`config.mk`:
```
export PLATFORM = sky130hd
export DESIGN_NAME = pot_smoother_flat
export DESIGN_NICKNAME = d
export VERILOG_FILES = /design/src/rtl/slide_pkg.sv /design/src/rtl/pot_smoother_if.sv /design/src/rtl/iir_lane.sv /design/src/rtl/pot_smoother.sv /design/src/flat_wrapper.sv
export SDC_FILE = /design/constraint.sdc
export NUM_CORES = 1
export LEC_CHECK = 0
export CAP_MARGIN = 20
export CORE_MARGIN = 2
export CORE_UTILIZATION = 27
export CTS_CLUSTER_DIAMETER = 50
export DETAILED_ROUTE_END_ITERATION = 8
export GPL_TIMING_DRIVEN = 1
export PLACE_DENSITY = 0.45
export SLEW_MARGIN = 20
export SYNTH_ARGS = -nofsm -noshare
export SYNTH_HDL_FRONTEND = slang
export SYNTH_SLANG_ARGS = --single-unit
```
`constraint.sdc`:
```
create_clock -name clk -period 7.6 [get_ports clk]
set_clock_uncertainty 0.15 [all_clocks]
set_input_delay 1.52 -clock clk [delete_from_list [all_inputs] [get_ports clk]]
set_output_delay 1.52 -clock clk [all_outputs]
set_load 0.01 [all_outputs]
```
`src/rtl/slide_pkg.sv`:
```
// Shared types and constants for the slider interface and pot smoother.
package slide_pkg;

  localparam int unsigned POT_W  = 12;
  localparam int unsigned NUM_CH = 6;
  localparam int unsigned CH_W   = 3;

  typedef logic [POT_W-1:0] pot_t;

  localparam pot_t POT_MAX = '1;

  typedef enum logic [1:0] {
    IDLE,
    FILT,
    DONE
  } state_e;

  typedef enum logic [CH_W-1:0] {
    CH_LP  = 3'd0,
    CH_B1  = 3'd1,
    CH_B2  = 3'd2,
    CH_B3  = 3'd3,
    CH_HP  = 3'd4,
    CH_VOL = 3'd5
  } ch_e;

  function automatic pot_t abs_diff(input pot_t a, input pot_t b);
    return (a > b) ? (a - b) : (b - a);
  endfunction

endpackage

```
`src/rtl/pot_smoother_if.sv`:
```
// Raw pot inputs from the slider interface and smoothed outputs toward the EQ/volume stages.
interface pot_smoother_if import slide_pkg::*; ();

  pot_t POT_LP, POT_B1, POT_B2, POT_B3, POT_HP, POT_VOL;
  pot_t FLT_LP, FLT_B1, FLT_B2, FLT_B3, FLT_HP, FLT_VOL;
  logic upd;
  logic busy;

  modport master (
    output POT_LP, POT_B1, POT_B2, POT_B3, POT_HP, POT_VOL,
    input  FLT_LP, FLT_B1, FLT_B2, FLT_B3, FLT_HP, FLT_VOL,
    input  upd, busy
  );

  modport slave (
    input  POT_LP, POT_B1, POT_B2, POT_B3, POT_HP, POT_VOL,
    output FLT_LP, FLT_B1, FLT_B2, FLT_B3, FLT_HP, FLT_VOL,
    output upd, busy
  );

endinterface

```
`src/rtl/iir_lane.sv`:
```
// Shared combinational IIR step: next accumulator, filtered value and dead-band write decision.
module iir_lane import slide_pkg::*; #(
  parameter int unsigned SHIFT    = 3,
  parameter int unsigned DEADBAND = 4
) (
  input  logic [POT_W+SHIFT-1:0] acc_i,
  input  pot_t                   pot_i,
  input  pot_t                   flt_i,
  input  logic                   prime_i,
  output logic [POT_W+SHIFT-1:0] acc_new_c,
  output pot_t                   filt_c,
  output logic                   write_en_c
);

  localparam int unsigned ACC_W = POT_W + SHIFT;
  localparam int unsigned SUM_W = ACC_W + 1;
  localparam logic [SUM_W-1:0] ACC_MAX = SUM_W'(POT_MAX) << SHIFT;
  localparam pot_t DB = POT_W'(DEADBAND);

  logic [SUM_W-1:0] sum;
  logic [ACC_W-1:0] acc_upd;
  pot_t             filt_upd;
  logic             at_rail;

  always_comb begin
    sum        = SUM_W'(acc_i) - SUM_W'(acc_i >> SHIFT) + SUM_W'(pot_i);
    acc_upd    = (sum > ACC_MAX) ? ACC_W'(ACC_MAX) : ACC_W'(sum);
    filt_upd   = POT_W'(acc_upd >> SHIFT);
    // Rails bypass the dead-band so 0 and full scale stay reachable.
    at_rail    = (filt_upd == '0) || (filt_upd == POT_MAX);
    acc_new_c  = acc_upd;
    filt_c     = filt_upd;
    write_en_c = (abs_diff(filt_upd, flt_i) >= DB) || (at_rail && (filt_upd != flt_i));
    if (prime_i) begin
      acc_new_c  = ACC_W'(pot_i) << SHIFT;
      filt_c     = pot_i;
      write_en_c = 1'b1;
    end
  end

endmodule

```
`src/rtl/pot_smoother.sv`:
```
// Time-multiplexed first-order IIR smoother with dead-band for the six slider pots.
module pot_smoother import slide_pkg::*; #(
  parameter int unsigned SHIFT    = 3,
  parameter int unsigned DEADBAND = 4,
  parameter int unsigned TICK_DIV = 1024
) (
  input  logic clk,
  input  logic rst_n,
  pot_smoother_if.slave bus
);

  localparam int unsigned ACC_W = POT_W + SHIFT;
  localparam int unsigned CNT_W = $clog2(TICK_DIV);
  localparam logic [CNT_W-1:0] CNT_LAST = CNT_W'(TICK_DIV - 1);

  state_e           state_q, state_d;
  ch_e              ch_q, ch_d;
  logic [CNT_W-1:0] cnt_q, cnt_d;
  logic             prime_q, prime_d;
  logic             chg_q, chg_d;
  logic             upd_q, upd_d;
  logic             busy_q, busy_d;
  logic             tick_c;

  logic [ACC_W-1:0] acc_q [NUM_CH];
  pot_t             flt_q [NUM_CH];
  pot_t             pot_arr [NUM_CH];

  pot_t             pot_sel;
  logic [ACC_W-1:0] lane_acc;
  pot_t             lane_filt;
  logic             lane_we;

  // Input mux: channel enum order matches the pass order.
  always_comb begin
    pot_arr[CH_LP]  = bus.POT_LP;
    pot_arr[CH_B1]  = bus.POT_B1;
    pot_arr[CH_B2]  = bus.POT_B2;
    pot_arr[CH_B3]  = bus.POT_B3;
    pot_arr[CH_HP]  = bus.POT_HP;
    pot_arr[CH_VOL] = bus.POT_VOL;
    pot_sel         = pot_arr[ch_q];
  end

  iir_lane #(
    .SHIFT    (SHIFT),
    .DEADBAND (DEADBAND)
  ) u_lane (
    .acc_i      (acc_q[ch_q]),
    .pot_i      (pot_sel),
    .flt_i      (flt_q[ch_q]),
    .prime_i    (prime_q),
    .acc_new_c  (lane_acc),
    .filt_c     (lane_filt),
    .write_en_c (lane_we)
  );

  // Free-running pass timer; a tick while busy is simply not acted on.
  always_comb begin
    tick_c = (cnt_q == CNT_LAST);
    cnt_d  = tick_c ? '0 : cnt_q + CNT_W'(1);
  end

  // Pass sequencer and pass-level flags.
  always_comb begin
    state_d = state_q;
    ch_d    = ch_q;
    prime_d = prime_q;
    chg_d   = chg_q;
    upd_d   = 1'b0;
    unique case (state_q)
      IDLE: begin
        if (tick_c) begin
          state_d = FILT;
          ch_d    = CH_LP;
          chg_d   = 1'b0;
        end
      end
      FILT: begin
        chg_d = chg_q | lane_we;
        if (ch_q == CH_VOL) begin
          state_d = DONE;
          upd_d   = chg_d;
        end else begin
          ch_d = ch_e'(ch_q + CH_W'(1));
        end
      end
      DONE: begin
        prime_d = 1'b0;
        state_d = IDLE;
      end
      default: state_d = IDLE;
    endcase
    busy_d = (state_d != IDLE);
  end

  always_ff @(posedge clk or negedge rst_n) begin
    if (!rst_n) begin
      state_q <= IDLE;
      ch_q    <= CH_LP;
      cnt_q   <= '0;
      prime_q <= 1'b1;
      chg_q   <= 1'b0;
      upd_q   <= 1'b0;
      busy_q  <= 1'b0;
    end else begin
      state_q <= state_d;
      ch_q    <= ch_d;
      cnt_q   <= cnt_d;
      prime_q <= prime_d;
      chg_q   <= chg_d;
      upd_q   <= upd_d;
      busy_q  <= busy_d;
    end
  end

  // Per-channel state commits at the end of that channel's FILT cycle.
  always_ff @(posedge clk or negedge rst_n) begin
    if (!rst_n) begin
      for (int i = 0; i < int'(NUM_CH); i++) begin
        acc_q[i] <= '0;
        flt_q[i] <= '0;
      end
    end else if (state_q == FILT) begin
      acc_q[ch_q] <= lane_acc;
      if (lane_we) begin
        flt_q[ch_q] <= lane_filt;
      end
    end
  end

  assign bus.FLT_LP  = flt_q[CH_LP];
  assign bus.FLT_B1  = flt_q[CH_B1];
  assign bus.FLT_B2  = flt_q[CH_B2];
  assign bus.FLT_B3  = flt_q[CH_B3];
  assign bus.FLT_HP  = flt_q[CH_HP];
  assign bus.FLT_VOL = flt_q[CH_VOL];
  assign bus.upd     = upd_q;
  assign bus.busy    = busy_q;

endmodule

```
`src/flat_wrapper.sv`:
```
// flat-port wrapper written by rule: the top's interface ports become plain ports
module pot_smoother_flat import slide_pkg::*;
#(
  parameter int unsigned SHIFT    = 3,
  parameter int unsigned DEADBAND = 4,
  parameter int unsigned TICK_DIV = 1024
)
  (clk, rst_n, bus_POT_LP, bus_POT_B1, bus_POT_B2, bus_POT_B3, bus_POT_HP, bus_POT_VOL, bus_FLT_LP, bus_FLT_B1, bus_FLT_B2, bus_FLT_B3, bus_FLT_HP, bus_FLT_VOL, bus_upd, bus_busy);
  pot_smoother_if bus_i ();
  input  logic clk;
  input  logic rst_n;
  input wire logic [$bits(bus_i.POT_LP)-1:0] bus_POT_LP;
  input wire logic [$bits(bus_i.POT_B1)-1:0] bus_POT_B1;
  input wire logic [$bits(bus_i.POT_B2)-1:0] bus_POT_B2;
  input wire logic [$bits(bus_i.POT_B3)-1:0] bus_POT_B3;
  input wire logic [$bits(bus_i.POT_HP)-1:0] bus_POT_HP;
  input wire logic [$bits(bus_i.POT_VOL)-1:0] bus_POT_VOL;
  output wire logic [$bits(bus_i.FLT_LP)-1:0] bus_FLT_LP;
  output wire logic [$bits(bus_i.FLT_B1)-1:0] bus_FLT_B1;
  output wire logic [$bits(bus_i.FLT_B2)-1:0] bus_FLT_B2;
  output wire logic [$bits(bus_i.FLT_B3)-1:0] bus_FLT_B3;
  output wire logic [$bits(bus_i.FLT_HP)-1:0] bus_FLT_HP;
  output wire logic [$bits(bus_i.FLT_VOL)-1:0] bus_FLT_VOL;
  output wire logic [$bits(bus_i.upd)-1:0] bus_upd;
  output wire logic [$bits(bus_i.busy)-1:0] bus_busy;
  assign bus_i.POT_LP = bus_POT_LP;
  assign bus_i.POT_B1 = bus_POT_B1;
  assign bus_i.POT_B2 = bus_POT_B2;
  assign bus_i.POT_B3 = bus_POT_B3;
  assign bus_i.POT_HP = bus_POT_HP;
  assign bus_i.POT_VOL = bus_POT_VOL;
  assign bus_FLT_LP = bus_i.FLT_LP;
  assign bus_FLT_B1 = bus_i.FLT_B1;
  assign bus_FLT_B2 = bus_i.FLT_B2;
  assign bus_FLT_B3 = bus_i.FLT_B3;
  assign bus_FLT_HP = bus_i.FLT_HP;
  assign bus_FLT_VOL = bus_i.FLT_VOL;
  assign bus_upd = bus_i.upd;
  assign bus_busy = bus_i.busy;
  pot_smoother #(.SHIFT(SHIFT), .DEADBAND(DEADBAND), .TICK_DIV(TICK_DIV)) u_core (.clk(clk), .rst_n(rst_n), .bus(bus_i));
endmodule
```
==> images/metal_stack.png <==
Only two layers are drawn.
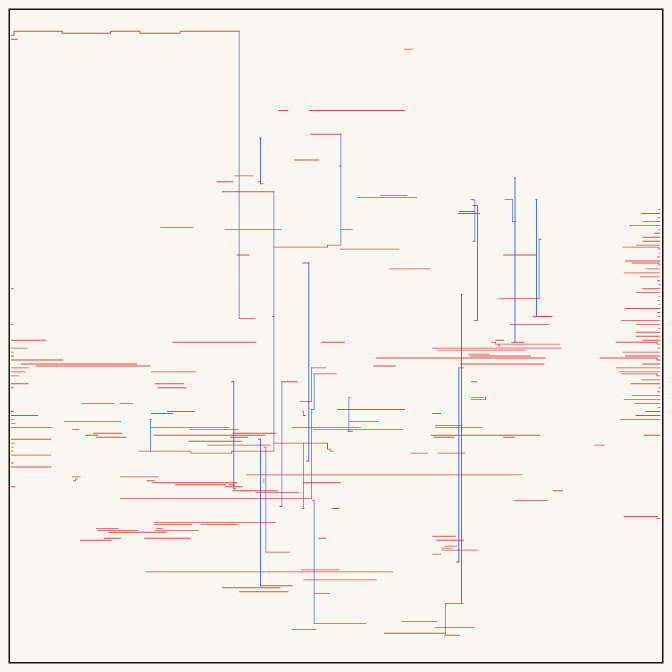
legend:
  met4:
    color: blue
    wire_length: 979 um
  met3:
    color: red
    wire_length: 2530 um

==> images/pins.png <==
Pins as bars across the die edge, other pins in gray.
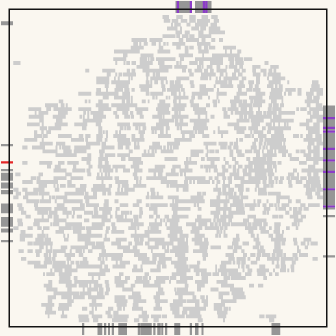
legend:
  bus_upd:
    color: red
    pins: 1
    direction: output
    edge: left
  bus_POT_B3:
    color: purple
    pins: 12
    direction: input
    edge: 8 right, 4 top
all pins by edge: 56 right, 41 bottom, 27 left, 24 top

==> images/registers.png <==
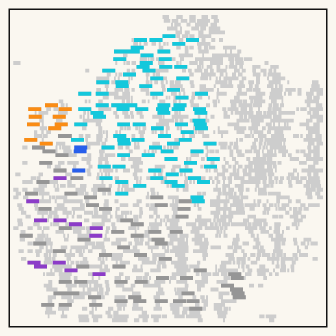
legend:
  u_core.ch_q:
    color: blue
    flops: 3
  u_core.cnt_q:
    color: orange
    flops: 10
  u_core.acc_q:
    color: cyan
    flops: 90
  u_core.bus.FLT_VOL:
    color: purple
    flops: 12
not colored: 66

==> images/final_congestion.png <==
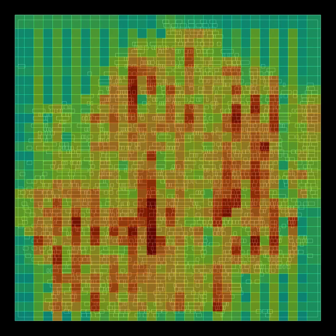
wire length per cell after detailed routing: 22.5 um
met3 usage: 2.52%

==> images/met3.png <==
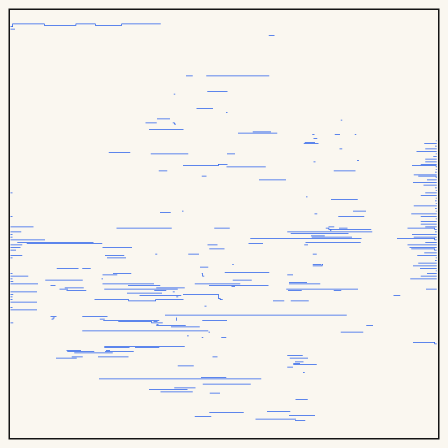
longest straight run: 94.8 um
share of all routed wire: 4.5%
wire length on this layer: 2530 um
nets with wire on the layer: 181
main direction: horizontal

==> results.yml <==
# implementation run metrics
power:
  p_per_area_mw_per_mm2: 158
  worst_ir_drop_vdd_v: 0.000132
  total_leakage_power_nw: 9.03
clocking:
  clk_pin_slew_ns: 0.07
  clock-root-buffer: "sky130_fd_sc_hd__clkbuf_16"
  ctsHoldBuffers: 0
  cts_htree_levels: 4
  cts_made_buffers: 17
routing:
  num_vias: 13700
  drt_pass1_iterations: 5
  detail-route-antenna-nets: 0
  detail_route.drc_violations: 0
  finalWirelength_mm: 56.1
  drt-initial-drc-count: 957
yosys:
  synth-seq-area-share_pct: 34.7
  number_of_storage_elements_in_the_synthesis_netlist: 181
  synth-area-yosys_mm2: 0.0131
  synthesized_instance_count: 1564
  synth.top_cell.area_share_pct: 34.5
  synthesis.yosys.warnings: 0
  yosysMostFrequentCell: "sky130_fd_sc_hd__nand2_1"
placement:
  gp_congestion: 0.902
  place.detailed.instances: 2418
  dpl.hpwl_mm: 38.7
  place.port_buffers: 147
global_route:
  grt_pass1_vias: 13200
  pin_count_of_the_biggest_net_entering_global_routing: 73
  global_route.overflow_total: 0
  groute.usage.overall_pct: 21.5
timing:
  fin_tns_setup_ns: 0
  report.final.setup_viol: 0
  grt_setup_unrepaired: "yes"
  post-route-period-util_pct: 98.7
  timing_max_transition_violations_final: 0
  timing.fmax_mhz: 133
  finalCriticalPeriod_ns: 7.50
  hold_ws_ns: 0.329
  timing.final.hold_violations: 0
min_path:
  worst_min_delay_path_startpoint: "u_core.acc_q[50]"
  worst_hold_path_type: "reg2reg"
  hold_end: "u_core.acc_q[50]"
finish:
  final_area_mm2: 0.0194
  post_route_cells_drive_above_1_share_pct: 28.6
  syn_to_final_growth_pct: 48.6
  layout.core_utilization_pct: 40.6
worst_setup_path:
  timing_worst_setup_path_type: "in2reg"
  cell_type_group_with_the_largest_total_delay_on_the_critical_path: "AND-OR/OR-AND gates"
  critical_path_arrival_ns: 7.66
  worst_ep_required_time_ns: 7.76
  r2r_end: "u_core.bus.FLT_B3[6]"
  crit_path_max_cell_delay_ns: 0.45
  reg2reg_from: "u_core.ch_q[2]"
  crit_slowest_cell: "sky130_fd_sc_hd__o41a_1"
floorplan:
  die.size.y_um: 224
  placement_rows: 80
  ios: 148
run:
  tool_warnings: 33
status:
  outcome: "finished clean"
-- sequential cells by signal, summed over array words and instances, names as in the netlist --
| name | cells |
|---|---|
| u_core.bus.upd | 1 |
| u_core.bus.FLT_LP | 12 |
| u_core.state_q | 2 |
| u_core.bus.FLT_B1 | 12 |
| u_core.bus.FLT_B3 | 12 |
| u_core.prime_q | 1 |
| u_core.ch_q | 3 |
| u_core.cnt_q | 10 |
| u_core.bus.FLT_VOL | 12 |
| u_core.bus.FLT_HP | 12 |
| u_core.acc_q | 90 |
| u_core.bus.FLT_B2 | 12 |
| u_core.chg_q | 1 |
| u_core.bus.busy | 1 |
-- cell families after synthesis --
family | Yosys count | share of synthesized area (%)
xor gates and xnor gates | 21 | 1.41
adders and majority gates | 50 | 5.54
buffers and inverters | 277 | 9.03
AOI/OAI and AO/OA | 556 | 32.0
muxes | 22 | 1.93
and+or+nand+nor | 457 | 15.4
DFF | 181 | 34.7
-- layout by cell type, fill, tap and decap left out, drive strengths merged, types with 11 or more instances in the layout --
cell type	Yosys	final
o31ai	78	78
a41oi	73	73
clkdlybuf4s50	0	93
buf	33	276
xnor2	13	13
nand2	279	279
inv	138	143
and2	11	11
a221oi	21	21
ha	37	37
o41ai	72	72
clkbuf	106	27
nand3	16	16
dlymetal6s2s	0	48
a21o	13	13
and3	22	22
o21ai	104	104
a22oi	74	74
mux2i	15	15
nor2	63	63
fa	13	13
dfrtp	180	180
a21oi	36	36
-- layer usage --
layer  vias up  GRT usage, %  share of wire, %
met5         -             0                 0
met4         0          4.97               1.7
met3        54          2.52               4.5
met2       372          34.0                46
met1      6869          31.4                48
li1       6389             -                 -
-- report_power, final --
part / switching (mW) / internal (mW) / leakage (nW)
registers: 0 / 0.963 / 1.66
logic: 0.670 / 0.455 / 7.06
clock network: 0.414 / 0.565 / 0.309
-- cell type report --
type / count / area [um^2] / area share (%)
multi-input cells: 1106 / 8750 / 45.1
flip-flops and latches: 181 / 4530 / 23.3
repair buffers: 426 / 4210 / 21.7
well taps: 615 / 769 / 3.97
inverters: 138 / 518 / 2.67
clock buffers: 19 / 443 / 2.28
clock inverters: 13 / 190 / 0.980
-- worst max-delay path by stage --
stage,startpoint,endpoint,cells after the start
CTS,bus_POT_B2[7],u_core.bus.FLT_B1[3],32
detailed placement,bus_POT_LP[7],u_core.bus.FLT_HP[6],30
floorplan,u_core.ch_q[0],u_core.bus.FLT_B1[4],36
global placement,bus_POT_LP[7],u_core.bus.FLT_LP[3],30
finish,bus_POT_LP[7],u_core.bus.FLT_B3[6],32
global route,bus_POT_LP[7],u_core.bus.FLT_B3[6],31
-- timing repair --
item | CTS | global route
setup endpoints to repair | 74 | 74
gates resized | 79 | 241
buffers inserted | 18 | 24
gates cloned | 1 | 5
pin swaps | 55 | 130
endpoints found under the hold margin | 0 | 0
-- worst min-delay path: cells and delay by family, from the launching register on --
family	cells	cell delay, ns
flip-flops	1	0.34
AND/OR/NAND/NOR	2	0.10
Power figures rest on the tool's default switching activity, not on a simulated workload.
